**Sequential cells coloured by netlist name**

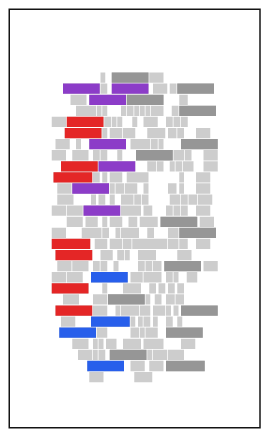
**Pin placement**

Pins as bars across the die edge, other pins in grey.
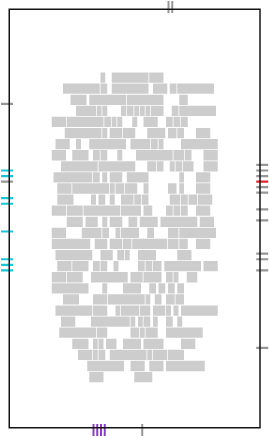
<file path="config.mk">
export PLATFORM = sky130hd
export DESIGN_NAME = seq_det_prog
export DESIGN_NICKNAME = d
export VERILOG_FILES = /design/src/rtl/seq_det_prog.sv
export SDC_FILE = /design/constraint.sdc
export NUM_CORES = 1
export LEC_CHECK = 0
export CAP_MARGIN = 20
export CORE_ASPECT_RATIO = 2
export CORE_MARGIN = 10
export CORE_UTILIZATION = 52
export CTS_CLUSTER_SIZE = 40
export DETAILED_ROUTE_END_ITERATION = 10
export PLACE_DENSITY = 0.78
export SLEW_MARGIN = 20
export SYNTH_ARGS = -nofsm -noshare
export SYNTH_HDL_FRONTEND = slang
export SYNTH_SLANG_ARGS = --single-unit
export TNS_END_PERCENT = 5
</file>
<file path="constraint.sdc">
create_clock -name clk -period 3.1 [get_ports clk]
set_input_delay 0.31 -clock clk [delete_from_list [all_inputs] [get_ports clk]]
set_output_delay 0.31 -clock clk [all_outputs]
set_load 0.01 [all_outputs]
</file>
<file path="src/rtl/seq_det_prog.sv">
// seq_det_prog: runtime-programmable serial pattern detector.
// Matches a 1..MAX_LEN bit pattern (MSB received first) against a qualified
// serial stream. Detection can overlap or not. The match pulse is registered
// (Moore-style), and a saturating counter tallies the matches.
module seq_det_prog #(
    parameter int                 MAX_LEN       = 8,
    parameter int                 CNT_W         = 8,
    parameter logic [MAX_LEN-1:0] RESET_PATTERN = MAX_LEN'(9),
    parameter int                 RESET_LEN     = 4,
    parameter bit                 RESET_OVERLAP = 1'b1,
    localparam int                LEN_W         = $clog2(MAX_LEN + 1)
) (
    input  logic               clk,
    input  logic               reset_n,
    input  logic               clear,
    input  logic               cfg_load,
    input  logic [MAX_LEN-1:0] cfg_pattern,
    input  logic [LEN_W-1:0]   cfg_len,
    input  logic               cfg_overlap,
    input  logic               in_valid,
    input  logic               data_in,
    output logic               match,
    output logic [CNT_W-1:0]   match_count,
    output logic               count_sat
);

    localparam logic [LEN_W-1:0] MAX_LEN_L = LEN_W'(MAX_LEN);

    logic [MAX_LEN-1:0] pattern;
    logic [LEN_W-1:0]   len;
    logic               overlap;
    logic [MAX_LEN-1:0] hist;
    logic [LEN_W-1:0]   fill;

    logic [MAX_LEN-1:0] next_hist;
    logic [MAX_LEN-1:0] len_mask;
    logic [LEN_W:0]     fill_p1;
    logic [LEN_W-1:0]   fill_inc;
    logic [LEN_W-1:0]   len_clamped;
    logic               hit;

    // Clamp the requested length into 1..MAX_LEN before it is stored.
    always_comb begin
        len_clamped = cfg_len;
        if (cfg_len == '0)
            len_clamped = LEN_W'(1);
        else if (cfg_len > MAX_LEN_L)
            len_clamped = MAX_LEN_L;
    end

    // Hit detection: enough bits seen, and the last len bits equal the pattern.
    // The window is the history with the incoming bit shifted in, because the
    // match must fire on the edge that accepts the final pattern bit.
    always_comb begin
        next_hist = MAX_LEN'({hist, data_in});
        len_mask  = '0;
        for (int i = 0; i < MAX_LEN; i++)
            len_mask[i] = (LEN_W'(i) < len);
        fill_p1  = {1'b0, fill} + (LEN_W + 1)'(1);
        fill_inc = (fill == MAX_LEN_L) ? fill : fill_p1[LEN_W-1:0];
        hit      = in_valid
                   && (fill_p1 >= {1'b0, len})
                   && (((next_hist ^ pattern) & len_mask) == '0);
    end

    // Config, history, fill, match pulse and counter.
    // Precedence: clear beats cfg_load, which beats in_valid. A simultaneous
    // clear and cfg_load still loads the new config.
    always_ff @(posedge clk or negedge reset_n) begin
        if (!reset_n) begin
            pattern     <= RESET_PATTERN;
            len         <= LEN_W'(RESET_LEN);
            overlap     <= RESET_OVERLAP;
            hist        <= '0;
            fill        <= '0;
            match       <= 1'b0;
            match_count <= '0;
        end else if (clear) begin
            if (cfg_load) begin
                pattern <= cfg_pattern;
                len     <= len_clamped;
                overlap <= cfg_overlap;
            end
            hist        <= '0;
            fill        <= '0;
            match       <= 1'b0;
            match_count <= '0;
        end else if (cfg_load) begin
            pattern <= cfg_pattern;
            len     <= len_clamped;
            overlap <= cfg_overlap;
            fill    <= '0;
            match   <= 1'b0;
        end else if (in_valid) begin
            hist <= next_hist;
            if (hit) begin
                match <= 1'b1;
                if (!count_sat)
                    match_count <= match_count + CNT_W'(1);
                // Without overlap, the next match must be built from fresh bits.
                fill <= overlap ? fill_inc : '0;
            end else begin
                match <= 1'b0;
                fill  <= fill_inc;
            end
        end else begin
            match <= 1'b0;
        end
    end

    assign count_sat = (match_count == {CNT_W{1'b1}});

endmodule

</file>
==> ci_impl_report.md <==
### Yosys + OpenROAD results

| Metric | Value |
|---|---|
| Clk_skew | between 0.006 and 0.007 ns |
| CORE AREA | between 3000 and 4000 µm² |
| Ys cells | between 150 and 200 |
| Vias in the first global route | approximately 1,500 |
| Clock root cell | clkbuf_8 |
| Highest Clock Rate | ~0.4 GHz |
| H-tree Lvls | 2 |
| Cells after DPL | 230 |
| CTS-repair resized insts | 0 |
| HPWL after DPL | a little over 3000 µm |
| Pleak | 0.000870 µW |
| Syn Nets | between 200 and 250 |
| RSZ-0062 raised after global routing | false |
| Wire length per cell | around 17 µm |
| Worst setup SP type | flop |
| Routed WL | between 4000 and 5000 µm |
| Crit Path Max Fanout | 14 |
| Crit path arrival time | 2.74 ns |
| Antenna fix cells | 0 |
| Fin. Hold Viols | 0 |
| Late-Pin Clk Latency | 0.29 ns |
| First-pass GRT wire length | between 6000 and 7000 µm |
| I/O Pins | 29 |
| Cell Count, Final, Fillers Out | approximately 240 |
| Run status | finished clean |
| # clock sinks | 33 |
| Synth unique cells | 35 |
| Slew @ Worst Pin | 0.713 ns |
| Hold_buf cts | 0 |
| Worst-path clk slew | roughly 0.060 ns |
| DIE AREA | 6250 µm² |
| Dominant synthesized flop cell | dfrtp_1 |
| Final ANT Viol Nets | 0 |
| Critical Path RT | 3.30 ns |
| Rows | 29 |
| Nets | between 200 and 250 |
## Picture notes: 'sequential cells coloured by netlist name'
[len] blue | flops: 4 | where: bottom centre
[hist] purple | flops: 7
[pattern] red | flops: 8 | where: middle left
Seq power: 474 µW
Final Util: 66.3%

## Picture notes: 'pin placement'
[cfg_pattern] cyan | pins: 8 | direction: input | edge: left
[cfg_len] purple | pins: 4 | direction: input | edge: bottom
[count_sat] red | pins: 1 | direction: output | edge: right
all pins by edge: 12 right, 10 left, 5 bottom, 2 top
chip width: 61.1 µm
Die Y: 102 µm

## cell usage after synthesis (2+ instances only)
master,instances,area (µm²)
o21ai_0,14,70.1
a31oi_1,3,18.8
inv_1,7,26.3
nand2_1,21,78.8
ha_1,7,87.6
or4_1,2,15.0
a21oi_1,13,65.1
clkbuf_1,5,18.8
mux2_2,10,113
nand2b_1,2,12.5
dfstp_2,4,105
nor2_1,11,41.3
dfrtp_1,29,726
o22ai_1,2,12.5
o31ai_1,2,15.0
xnor2_1,7,61.3
nand3b_1,2,15.0
mux2i_1,2,20.0
or3_1,4,25.0
nor3_1,2,10.0
xor2_1,5,43.8
nand3_1,9,45.0
## stage by stage
step	area (µm²)	hold slack [ns]	power (µW)	worst slack [ns]	utilization [%]
after global routing	2140	0.483	951	0.279	66.3
final	2140	0.449	911	0.564	66.3
after global placement	2060	0.519	599	0.658	63.7
after CTS	2140	0.474	919	0.559	66.3
after floorplan	1760	0.0144	552	0.921	-
after detailed placement	2060	0.524	606	0.569	63.7
## layout make-up
class                      instances  area (µm²)  share of cell area (%)
clock inverter                     1        5.00                   0.234
multi-input combinational        129         867                    40.5
sequential                        33         831                    38.8
timing repair buffer              30         295                    13.8
tap                               31        38.8                    1.81
clock buffer                       7        76.3                    3.57
inverter                           7        26.3                    1.23
## logic make-up (layout without fill, tap and decap cells)
group	after synthesis	count (layout)	synth area share (%)
adders and majority gates	7	7	4.98
xor gates and xnor gates	12	12	5.97
muxes	12	12	7.54
DFF	33	33	47.2
and+or+nand+nor	59	59	17.6
AOI/OAI and AO/OA	39	39	13.2
buffers and inverters	14	45	3.49
## worst max-delay path by stage
stage                     slack [ns]             end  startpoint
after floorplan                 0.92  match_count[2]     fill[0]
after global placement          0.66  match_count[7]     fill[0]
after detailed placement        0.57  match_count[6]     fill[0]
after CTS                       0.56  match_count[6]     fill[0]
after global routing            0.28  match_count[6]     fill[0]
final                           0.56  match_count[6]     fill[0]
## layer usage
| layer | track usage, % | up-vias | routed length [µm] | part of all wire [%] |
|---|---|---|---|---|
| li1 | - | 680 | - | - |
| met1 | 14.4 | 685 | 1470 | 37 |
| met2 | 24.1 | 43 | 2170 | 54 |
| met3 | 3.60 | 12 | 241 | 6.0 |
| met4 | 9.03 | 0 | 153 | 3.8 |
| met5 | 0 | - | 0 | 0 |
## state kept, by name (all words and copies together) (netlist names)
register and flops:
match 1, match_count 8, hist 7, fill 4
overlap 1, pattern 8, len 4
## power breakdown
group | internal (µW) | total (µW) | switching [µW]
combinational | 63.7 | 124 | 60.0
clock | 157 | 313 | 156
sequential | 453 | 474 | 20.7
total | 675 | 911 | 237
## critical path, cell delays in order, from the launching register on
cell	delay (ns)
dfrtp_1	0.43
ha_1	0.27
xor2_1	0.16
ha_1	0.27
o21ai_0	0.07
o21ai_0	0.26
nand4_2	0.34
or4_1	0.49
a21oi_1	0.15
Power figures rest on the tool's default switching activity, not on a simulated workload.
